## src/rtl/anti_theft_ctrl_n_pkg.sv

```systemverilog
// Shared definitions for the anti-theft controller: state encodings and
// delay-register select codes.
package anti_theft_ctrl_n_pkg;

    typedef enum logic [2:0] {
        ARMED     = 3'd0,
        TRIGGERED = 3'd1,
        ALARM     = 3'd2,
        DISARMED  = 3'd3,
        WAIT_EXIT = 3'd4,
        ARM_DELAY = 3'd5
    } state_t;

    typedef enum logic [1:0] {
        SEL_ARM   = 2'b00,
        SEL_DRV   = 2'b01,
        SEL_PASS  = 2'b10,
        SEL_ALARM = 2'b11
    } sel_t;

endpackage

```

## src/rtl/anti_theft_ctrl_n_sec_timer.sv

```systemverilog
// One-second prescaler plus down-counter. Expiry fires on the tick that would
// take the counter from 1 to 0, i.e. exactly load_val seconds after a load.
module at_sec_timer #(
    parameter int CLK_PER_SEC = 1,
    parameter int TW          = 4
) (
    input  logic          clock,
    input  logic          reset,
    input  logic          load,
    input  logic          hold,
    input  logic [TW-1:0] load_val,
    output logic          sec_tick,
    output logic          expired
);

    localparam int            PW      = (CLK_PER_SEC > 1) ? $clog2(CLK_PER_SEC) : 1;
    localparam logic [PW-1:0] PRE_MAX = PW'(CLK_PER_SEC - 1);

    logic [PW-1:0] presc_q;
    logic [TW-1:0] timer_q;

    assign sec_tick = (presc_q == PRE_MAX);
    // A held timer is pinned at load_val, so it can never expire.
    assign expired  = sec_tick && !hold && (timer_q == TW'(1));

    // NOTE: sequential state uses non-blocking assignments so every register
    // samples pre-edge values regardless of statement order.
    always_ff @(posedge clock) begin
        if (reset) begin
            presc_q <= '0;
            timer_q <= '0;
        end else if (load || hold) begin
            presc_q <= '0;
            timer_q <= load_val;
        end else begin
            presc_q <= sec_tick ? '0 : presc_q + 1'b1;
            if (sec_tick && (timer_q != '0)) begin
                timer_q <= timer_q - 1'b1;
            end
        end
    end

endmodule

```

## src/rtl/anti_theft_ctrl_n.sv

```systemverilog
// Vehicle anti-theft controller for N doors: arming FSM, programmable delays,
// siren and status LED decode, and the hidden-switch fuel-pump latch.
module anti_theft_ctrl_n
    import anti_theft_ctrl_n_pkg::*;
#(
    parameter int N_DOORS     = 2,
    parameter int TW          = 4,
    parameter int CLK_PER_SEC = 1,
    parameter int T_ARM_DEF   = 6,
    parameter int T_DRV_DEF   = 8,
    parameter int T_PASS_DEF  = 15,
    parameter int T_ALARM_DEF = 10
) (
    input  logic               clock,
    input  logic               reset,
    input  logic               brake,
    input  logic               hidden_sw,
    input  logic               ignition,
    input  logic [N_DOORS-1:0] doors,
    input  logic               reprogram,
    input  logic [1:0]         time_param_sel,
    input  logic [TW-1:0]      time_value,
    output logic               fuel_pump,
    output logic               siren,
    output logic               status,
    output logic [2:0]         state_o
);

    state_t        state_q, state_d;
    logic [TW-1:0] t_arm_q, t_drv_q, t_pass_q, t_alarm_q;
    logic          status_q, status_d;
    logic          pump_q;
    logic          exit_seen_q;

    logic          door_any;
    logic [TW-1:0] prog_val;
    logic          timer_load, timer_hold;
    logic [TW-1:0] timer_val, timer_load_val;
    logic          sec_tick, expired;

    assign door_any = |doors;
    assign prog_val = (time_value == '0) ? TW'(1) : time_value;

    // Delay registers
    always_ff @(posedge clock) begin
        if (reset) begin
            t_arm_q   <= TW'(T_ARM_DEF);
            t_drv_q   <= TW'(T_DRV_DEF);
            t_pass_q  <= TW'(T_PASS_DEF);
            t_alarm_q <= TW'(T_ALARM_DEF);
        end else if (reprogram) begin
            case (sel_t'(time_param_sel))
                SEL_ARM:   t_arm_q   <= prog_val;
                SEL_DRV:   t_drv_q   <= prog_val;
                SEL_PASS:  t_pass_q  <= prog_val;
                SEL_ALARM: t_alarm_q <= prog_val;
            endcase
        end
    end

    always_ff @(posedge clock) begin
        if (reset) begin
            state_q  <= ARMED;
            status_q <= 1'b0;
        end else begin
            state_q  <= state_d;
            status_q <= status_d;
        end
    end

    // Next state; timer_load marks every state entry plus the ARM_DELAY restart.
    // NOTE: every output of a combinational block gets a default first so no
    // path leaves it unassigned and no latch is inferred.
    always_comb begin
        state_d    = state_q;
        timer_load = 1'b0;
        timer_val  = '0;
        if (reprogram) begin
            state_d    = ARMED;
            timer_load = 1'b1;
        end else begin
            case (state_q)
                ARMED: begin
                    if (door_any) begin
                        state_d    = TRIGGERED;
                        timer_load = 1'b1;
                        timer_val  = doors[0] ? t_drv_q : t_pass_q;
                    end
                end
                TRIGGERED: begin
                    if (ignition) begin
                        state_d    = DISARMED;
                        timer_load = 1'b1;
                    end else if (expired) begin
                        state_d    = ALARM;
                        timer_load = 1'b1;
                        timer_val  = t_alarm_q;
                    end
                end
                ALARM: begin
                    if (ignition) begin
                        state_d    = DISARMED;
                        timer_load = 1'b1;
                    end else if (expired && !door_any) begin
                        state_d    = ARMED;
                        timer_load = 1'b1;
                    end
                end
                DISARMED: begin
                    if (!ignition) begin
                        state_d    = WAIT_EXIT;
                        timer_load = 1'b1;
                    end
                end
                WAIT_EXIT: begin
                    if (ignition) begin
                        state_d    = DISARMED;
                        timer_load = 1'b1;
                    end else if (exit_seen_q && !door_any) begin
                        state_d    = ARM_DELAY;
                        timer_load = 1'b1;
                        timer_val  = t_arm_q;
                    end
                end
                ARM_DELAY: begin
                    if (ignition) begin
                        state_d    = DISARMED;
                        timer_load = 1'b1;
                    end else if (door_any) begin
                        timer_load = 1'b1;
                        timer_val  = t_arm_q;
                    end else if (expired) begin
                        state_d    = ARMED;
                        timer_load = 1'b1;
                    end
                end
                default: begin
                    state_d    = ARMED;
                    timer_load = 1'b1;
                end
            endcase
        end
    end

    // An open door keeps the alarm timer pinned at its full siren time.
    assign timer_hold     = (state_q == ALARM) && door_any;
    assign timer_load_val = timer_load ? timer_val : t_alarm_q;

    at_sec_timer #(
        .CLK_PER_SEC (CLK_PER_SEC),
        .TW          (TW)
    ) u_timer (
        .clock    (clock),
        .reset    (reset),
        .load     (timer_load),
        .hold     (timer_hold),
        .load_val (timer_load_val),
        .sec_tick (sec_tick),
        .expired  (expired)
    );

    always_comb begin
        status_d = 1'b0;
        case (state_d)
            TRIGGERED, ALARM: status_d = 1'b1;
            ARMED:            status_d = timer_load ? 1'b0 : (status_q ^ sec_tick);
            default:          status_d = 1'b0;
        endcase
    end

    // Driver must open and close the door in WAIT_EXIT before arming starts.
    always_ff @(posedge clock) begin
        if (reset) begin
            exit_seen_q <= 1'b0;
        end else if (timer_load) begin
            exit_seen_q <= 1'b0;
        end else if ((state_q == WAIT_EXIT) && doors[0]) begin
            exit_seen_q <= 1'b1;
        end
    end

    always_ff @(posedge clock) begin
        if (reset) begin
            pump_q <= 1'b0;
        end else if (!ignition) begin
            pump_q <= 1'b0;
        end else if (brake && hidden_sw) begin
            pump_q <= 1'b1;
        end
    end

    assign fuel_pump = pump_q;
    assign siren     = (state_q == ALARM);
    assign status    = status_q;
    assign state_o   = state_q;

endmodule
```

## config.mk

```make
export PLATFORM = sky130hd
export DESIGN_NAME = anti_theft_ctrl_n
export DESIGN_NICKNAME = d
export VERILOG_FILES = /design/src/rtl/anti_theft_ctrl_n_pkg.sv /design/src/rtl/anti_theft_ctrl_n_sec_timer.sv /design/src/rtl/anti_theft_ctrl_n.sv
export SDC_FILE = /design/constraint.sdc
export NUM_CORES = 1
export LEC_CHECK = 0
export ABC_AREA = 0
export CAP_MARGIN = 20
export CORE_MARGIN = 4
export CORE_UTILIZATION = 54
export DETAILED_ROUTE_END_ITERATION = 10
export GPL_TIMING_DRIVEN = 0
export PLACE_DENSITY = 0.86
export SLEW_MARGIN = 20
export SYNTH_ARGS = -nofsm -noshare
export SYNTH_HDL_FRONTEND = slang
export SYNTH_HIERARCHICAL = 1
export SYNTH_SLANG_ARGS = --single-unit
```

## constraint.sdc

```tcl
create_clock -name clock -period 3.7 [get_ports clock]
set_input_delay 0.74 -clock clock [delete_from_list [all_inputs] [get_ports clock]]
set_output_delay 0.74 -clock clock [all_outputs]
set_load 0.02 [all_outputs]
```

run_1/power_grid.png
Pins as bars on the die edge.
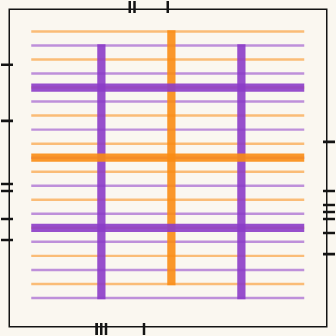
orange -> VDD
purple -> VSS
rows = 19
met5 straps = 3
met4 straps = 3
met1 rails = 20

run_1/placement_by_type.png
Scale bar: 20 µm.
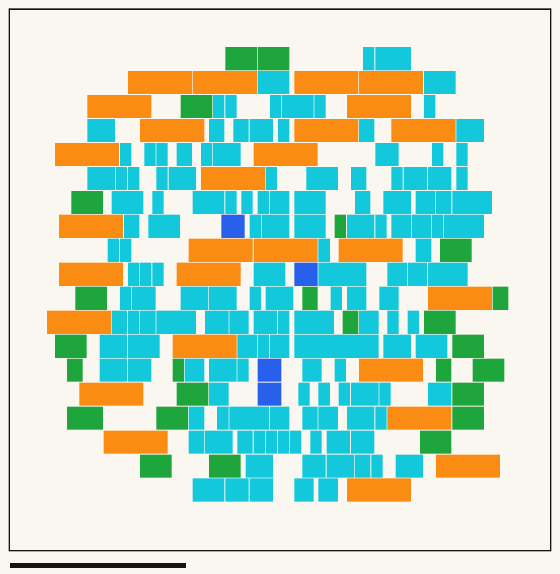
green -> other buffers and delay cells  # cells 25, share of their area 12%
cyan -> combinational and other logic  # cells 146, share of their area 55%
blue -> clock drivers and dummy loads  # cells 4, share of their area 1.7%
orange -> flops  # cells 27, share of their area 31%
Rows: 19
post-route cell area: 1772 µm²
Finished Core Util: 64.81%
core area: 2734 µm²
flop share of the area: 30.51%

==> flow_summary.json, run 1 <==
{
  "logic_area_um2": 910.9,
  "seqPwrFrac_pct": 54.8,
  "finalHoldViolations": 0,
  "drt-initial-drc-count": 44,
  "syn_to_final_growth_pct": 15.59,
  "cts_tree": "done",
  "area_share_nonclk_buffers_pct": 12.08,
  "rsz0062_at_grt": "no",
  "r2r-start": "state_o[0]$_SDFF_PP0_",
  "path_max_fanout": 6,
  "place_inst": 229,
  "netlist_top_cells_count": "34 x nor2_1, 27 x dfxtp_1, 10 x a211o_1, 10 x inv_1, 9 x nand2_1",
  "synthCells": 181,
  "comb.multi_input.count": 136,
  "yosys-stat-area_um2": 1533,
  "inverters": 10,
  "crit_path_end_kind": "register",
  "async_flop_share_pct": 0,
  "buffers": 25,
  "fmax_mhz": 304.3,
  "ys_cells": 181,
  "hold_start": "t_drv_q[3]$_SDFFE_PP1P_",
  "cts_sinks": 27,
  "status": "finished, final reports clean",
  "p_leak_uw": 0.0006710,
  "power_clock_uw": 140,
  "crit_path_end": "u_timer/timer_q[2]$_SDFFE_PP0P_",
  "grt_util_met3_pct": 3.774,
  "grt_pass1_vias": 1404,
  "dp_slack_ps": 96.87,
  "cpLargestDelayFamily": "AND-OR/OR-AND gates",
  "met3_wirelength_um": 172,
  "flop_cell": "dfxtp_1",
  "wirelength_um": 3543,
  "tool_warnings": 27,
  "drc": 0,
  "drtAntennaViolNets": 0,
  "hold_class": "reg -> reg",
  "wire_per_inst_um": 15.21,
  "p_sw_uw": 176.7,
  "dp_hpwl_um": 2675,
  "ff2ff_setup_slack_ps": 650,
  "most-common-layout-cells": "34 x nor2_1, 27 x dfxtp_1, 17 x clkdlybuf4s50_1",
  "largest_cell_class": "multi-input combinational cells",
  "top_cell_area_share_pct": 35.27,
  "fillCellCount": 261,
  "grt.total_usage_pct": 21.00,
  "synthTopCellsByArea": "dfxtp_1 35%, nor2_1 8.3%, a211o_1 5.7%",
  "finalSetupViolations": 0,
  "yosysWarnings": 6,
  "ios": 20,
  "routed-wl-met2_um": 1760,
  "cts_root_buf": "clkbuf_4",
  "nWellTaps": 31,
  "chipArea_um2": 3755,
  "slowest_delay_ps": 490,
  "worstSetupStartpointType": "input pin",
  "vias": 1429,
  "syn-num-nets": 197,
  "clk_path_buf_depth": 2,
  "r2r-end": "u_timer/timer_q[2]$_SDFFE_PP0P_",
  "nFlopsAndLatches": 27,
  "synthMuxAreaShare_pct": 6.204,
  "finalClockPeriodUsage_pct": 88.82,
  "ys_sh_simple_pct": 27.27,
  "cts_hold_buf": 0,
  "final.setup.tns_ps": 0,
  "final_net_count": 219,
  "top_logic_kind": "simple AND/OR/NAND/NOR gates",
  "routed.top_layer": "met4",
  "firstDrtPassIters": 5,
  "top_area_cell": "dfxtp_1",
  "startpoint": "doors[1]",
  "use_met2_pct": 37.46,
  "clock_cell_area_share_pct": 1.695,
  "worstHoldEndpoint": "t_drv_q[3]$_SDFFE_PP1P_",
  "use_met1_pct": 24.55,
  "vias_per_cell": 6.133,
  "grt_max_degree": 17,
  "hold_ws_ps": 489.4,
  "edf_count": 0,
  "hold_path_depth": 1,
  "cts_made_buffers": 3,
  "r2r_cells": 12,
  "dpl_cell_area_um2": 1742,
  "synth_area_um2": 1533,
  "met1_length_um": 1567,
  "period_minus_slack_ps": 3286,
  "setup_slack_ps": 413.7,
  "clock_buffers": 3,
  "ys_sh_aoi_pct": 23.51,
  "yosys_register_bits": 27,
  "path_depth": 11,
  "synth_top_cell_by_count": "nor2_1",
  "die_y_um": 61.28,
  "cts_resized": 0,
  "drive_above_1_share_pct": 11.39,
  "yosysUniqueCellTypes": 46,
  "gr-max-usage-layer": "met2",
  "cpMaxStageDelayCell": "clkdlybuf4s50_1",
  "antenna_found_initial": 0,
  "postCtsSetupRepairBufs": 0,
  "portBuffers": 17,
  "powerComb_uw": 123,
  "switching_share_pct": 30.35,
  "drv_cap": 0,
  "htree_levels": 1,
  "power_density_nw_per_um2": 328.7,
  "ys_sh_xor_pct": 0.5714
}
run_1/clk_routes.png
Scale bar: 20 µm.
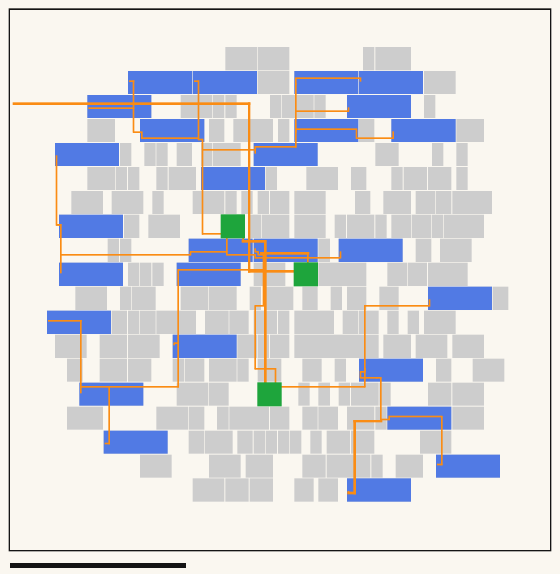
orange -> clock wires  # length 357 µm
blue -> flip-flops  # count 27
green -> clock drivers  # count 3
routed clock nets = 4
Worst Skew: 1.650 ps
Insertion Delay late pin: 340 ps

run_1/clocks.png
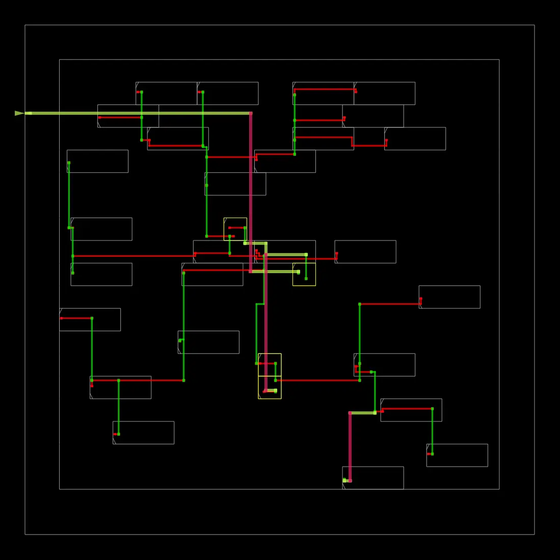

## Run 2: what changed since run 1
- CORE_UTILIZATION: 54 -> 50
- CTS_CLUSTER_DIAMETER: unset -> 30
- PLACE_DENSITY: 0.86 -> 0.81
run_2/clocks.png
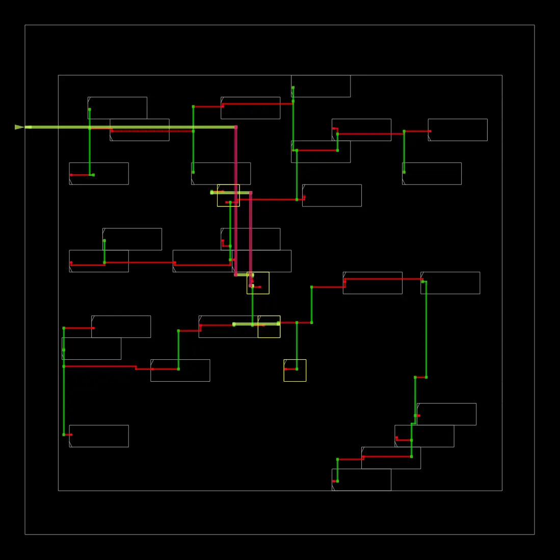
Insertion Delay late pin: 330 ps
clock buffers: 3

==> flow_summary.json, run 2 <==
{
  "met1_length_um": 1614,
  "p_leak_uw": 0.0006710,
  "syn_to_final_growth_pct": 15.59,
  "postCtsSetupRepairBufs": 0,
  "comb.multi_input.count": 136,
  "status": "finished, final reports clean",
  "inverters": 10,
  "dpl_cell_area_um2": 1742,
  "use_met2_pct": 29.73,
  "clk_path_buf_depth": 2,
  "antenna_found_initial": 0,
  "routed-wl-met2_um": 1605,
  "synthCells": 181,
  "drv_cap": 0,
  "crit_path_end": "u_timer/timer_q[2]$_SDFFE_PP0P_",
  "fmax_mhz": 305.9,
  "startpoint": "doors[1]",
  "cpMaxStageDelayCell": "clkdlybuf4s50_1",
  "routed.top_layer": "met4",
  "cts_root_buf": "clkbuf_4",
  "ys_sh_simple_pct": 27.27,
  "powerComb_uw": 123,
  "cts_resized": 0,
  "ios": 20,
  "portBuffers": 17,
  "r2r_cells": 12,
  "period_minus_slack_ps": 3269,
  "grt_max_degree": 17,
  "grt_util_met3_pct": 3.020,
  "grt.total_usage_pct": 17.63,
  "fin_area_um2": 1772,
  "place_inst": 229,
  "power_density_nw_per_um2": 324.2,
  "final_util_pct": 62.11,
  "ys_sh_aoi_pct": 23.51,
  "largest_cell_class": "multi-input combinational cells",
  "switching_share_pct": 29.38,
  "synthMuxAreaShare_pct": 6.204,
  "met3_wirelength_um": 156,
  "wirelength_um": 3405,
  "nWellTaps": 31,
  "power_clock_uw": 133,
  "top_logic_kind": "simple AND/OR/NAND/NOR gates",
  "yosysUniqueCellTypes": 46,
  "cts_hold_buf": 0,
  "drive_above_1_share_pct": 11.39,
  "setup_slack_ps": 431.5,
  "hold_class": "reg -> reg",
  "syn-num-nets": 197,
  "path_depth": 11,
  "cts_made_buffers": 3,
  "worstSetupStartpointType": "input pin",
  "p_sw_uw": 168.7,
  "r2r-start": "state_o[0]$_SDFF_PP0_",
  "die_y_um": 63.37,
  "rsz0062_at_grt": "no",
  "cts_sinks": 27,
  "finalClockPeriodUsage_pct": 88.34,
  "r2r-end": "u_timer/timer_q[2]$_SDFFE_PP0P_",
  "hold_start": "t_drv_q[3]$_SDFFE_PP1P_",
  "flop_cell": "dfxtp_1",
  "ys_cells": 181,
  "crit_path_end_kind": "register",
  "final_net_count": 219,
  "most-common-layout-cells": "34 x nor2_1, 27 x dfxtp_1, 17 x clkdlybuf4s50_1",
  "clock_cell_area_share_pct": 1.695,
  "num_rows": 19,
  "top_cell_area_share_pct": 35.27
}
## Run 3: what changed since run 2
- ABC_CLOCK_PERIOD_IN_PS: unset -> 3700
- SKIP_LAST_GASP: unset -> 1
run_3/wires.png
Two of the layers only.
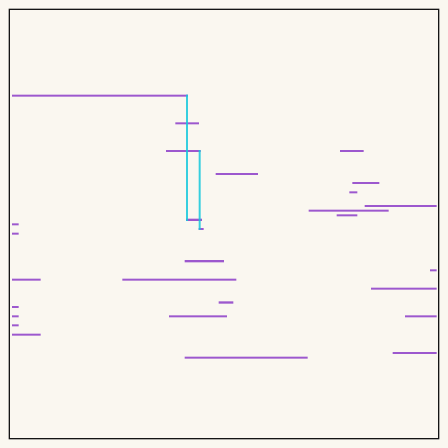
cyan -> metal 4  # wire length 29.9 µm
purple -> metal 3  # wire length 157 µm

==> flow_summary.json, run 3 <==
{
  "status": "finished, final reports clean",
  "drive_above_1_share_pct": 11.39,
  "clock_skew_ps": 1.913,
  "wirelength_um": 3405,
  "path_max_fanout": 6,
  "crit_path_end": "u_timer/timer_q[2]$_SDFFE_PP0P_",
  "cts_tree": "done",
  "startpoint": "doors[1]",
  "cts_hold_buf": 0,
  "logic_area_um2": 910.9,
  "vdd_drop_max_v": 0.0001976,
  "wire_per_inst_um": 14.61,
  "grt_pass1_wl_um": 5899,
  "r2r_cells": 12,
  "clkPwrFrac_pct": 23.1,
  "yosysWarnings": 6,
  "rsz0062_at_grt": "no",
  "final_net_count": 219,
  "comb.multi_input.count": 136,
  "r2r-start": "state_o[0]$_SDFF_PP0_",
  "postSynthSeqShare_pct": 35.27,
  "ff2ff_setup_slack_ps": 640,
  "p_sw_uw": 168.7,
  "clock_cell_area_share_pct": 1.695,
  "seq_area_um2": 540.5,
  "n_antenna_cell": 0,
  "synthCells": 181,
  "yosysUniqueCellTypes": 46,
  "use_met1_pct": 22.95,
  "clkLatencyLatePin_ps": 330,
  "hold_start": "t_drv_q[3]$_SDFFE_PP1P_",
  "seq_share_pct": 30.51,
  "dpl_cell_area_um2": 1742,
  "power_leader": "registers",
  "slew_violations": 0,
  "synth_top_cell_by_count": "nor2_1",
  "gr-max-usage-layer": "met2",
  "path_cells": "clkdlybuf4s50_1 -> nor2_2 -> nor2b_1 -> nor4_1 -> and2_1 -> nand2_1 -> mux2_4 -> o311ai_4 -> o21ai_2 -> a221o_1 -> o221a_2",
  "die_w_um": 63.37,
  "dp_slack_ps": 87.32,
  "clk_pin_slew_ps": 150,
  "tool_warnings": 27,
  "chipArea_um2": 4015,
  "inverters": 10,
  "drt-initial-drc-count": 63,
  "switching_share_pct": 29.38,
  "met1_length_um": 1614,
  "cts_resized": 0,
  "cpMaxStageDelayCell": "clkdlybuf4s50_1",
  "critPathKind": "in -> reg",
  "slew_headroom_pct": 64.84,
  "cpLargestDelayFamily": "AND-OR/OR-AND gates",
  "grt_max_degree": 17,
  "nWellTaps": 31,
  "hold_class": "reg -> reg",
  "syn_to_final_growth_pct": 15.59,
  "clk_path_buf_depth": 2,
  "top_cell_area_share_pct": 35.27,
  "comb_power_share_pct": 21.4,
  "finalClockPeriodUsage_pct": 88.34,
  "routed-wl-met2_um": 1605,
  "cts_sinks": 27,
  "ios": 20,
  "place_inst": 229,
  "synth_area_um2": 1533,
  "ys_cells": 181,
  "largest_cell_class": "multi-input combinational cells",
  "routabilityCongestion": 0.8271,
  "fin_area_um2": 1772,
  "power.total_uw": 574.4,
  "postCtsSetupRepairBufs": 0,
  "grt_pass1_vias": 1385,
  "powerComb_uw": 123,
  "p_leak_uw": 0.0006710,
  "critPathArrivalTime_ps": 3510,
  "worstHoldEndpoint": "t_drv_q[3]$_SDFFE_PP1P_",
  "worstSetupStartpointType": "input pin",
  "use_met2_pct": 29.73,
  "dp_hpwl_um": 2589,
  "mostFrequentLayoutCell": "nor2_1",
  "most-common-layout-cells": "34 x nor2_1, 27 x dfxtp_1, 17 x clkdlybuf4s50_1",
  "fmax_mhz": 305.9,
  "antenna_found_initial": 0,
  "grt.total_usage_pct": 17.63,
  "syn-num-nets": 197,
  "final_util_pct": 62.11,
  "r2r-end": "u_timer/timer_q[2]$_SDFFE_PP0P_",
  "drv_cap": 0,
  "top_logic_kind": "simple AND/OR/NAND/NOR gates",
  "cts_made_buffers": 3,
  "ys_sh_aoi_pct": 23.51,
  "netlist_top_cells_count": "34 x nor2_1, 27 x dfxtp_1, 10 x a211o_1, 10 x inv_1, 9 x nand2_1",
  "firstDrtPassIters": 4,
  "vias_per_cell": 5.944,
  "nFlopsAndLatches": 27,
  "worst_pin_slew_ps": 525.1,
  "ys_sh_simple_pct": 27.27,
  "flop_cell": "dfxtp_1",
  "portBuffers": 17,
  "hold_ws_ps": 483.6,
  "crit_path_end_kind": "register",
  "die_y_um": 63.37,
  "area_share_nonclk_buffers_pct": 12.08,
  "fa_ha_area_share_pct": 1.633,
  "final.setup.tns_ps": 0,
  "cp.required_ps": 3940,
  "yosys_register_bits": 27,
  "p_int_uw": 405.7,
  "slowest_delay_ps": 490,
  "htree_levels": 1,
  "async_flop_share_pct": 0,
  "drc": 0,
  "setup_slack_ps": 431.5,
  "power_clock_uw": 133,
  "power_density_nw_per_um2": 324.2,
  "num_rows": 19,
  "drtAntennaViolNets": 0,
  "grt_util_met3_pct": 3.020,
  "yosys-stat-area_um2": 1533,
  "finalHoldViolations": 0,
  "routed.top_layer": "met4",
  "ys_sh_xor_pct": 0.5714,
  "met3_wirelength_um": 156,
  "clock_buffers": 3,
  "edf_count": 0,
  "path_depth": 11,
  "period_minus_slack_ps": 3269,
  "synthMuxAreaShare_pct": 6.204,
  "cts_root_buf": "clkbuf_4",
  "fillCellCount": 252,
  "synthTopCellsByArea": "dfxtp_1 35%, nor2_1 8.3%, a211o_1 5.7%",
  "top_area_cell": "dfxtp_1",
  "final_cells": 233,
  "buffers": 25,
  "worst-path-buf-inv": 1,
  "grt_overflow": 0
}
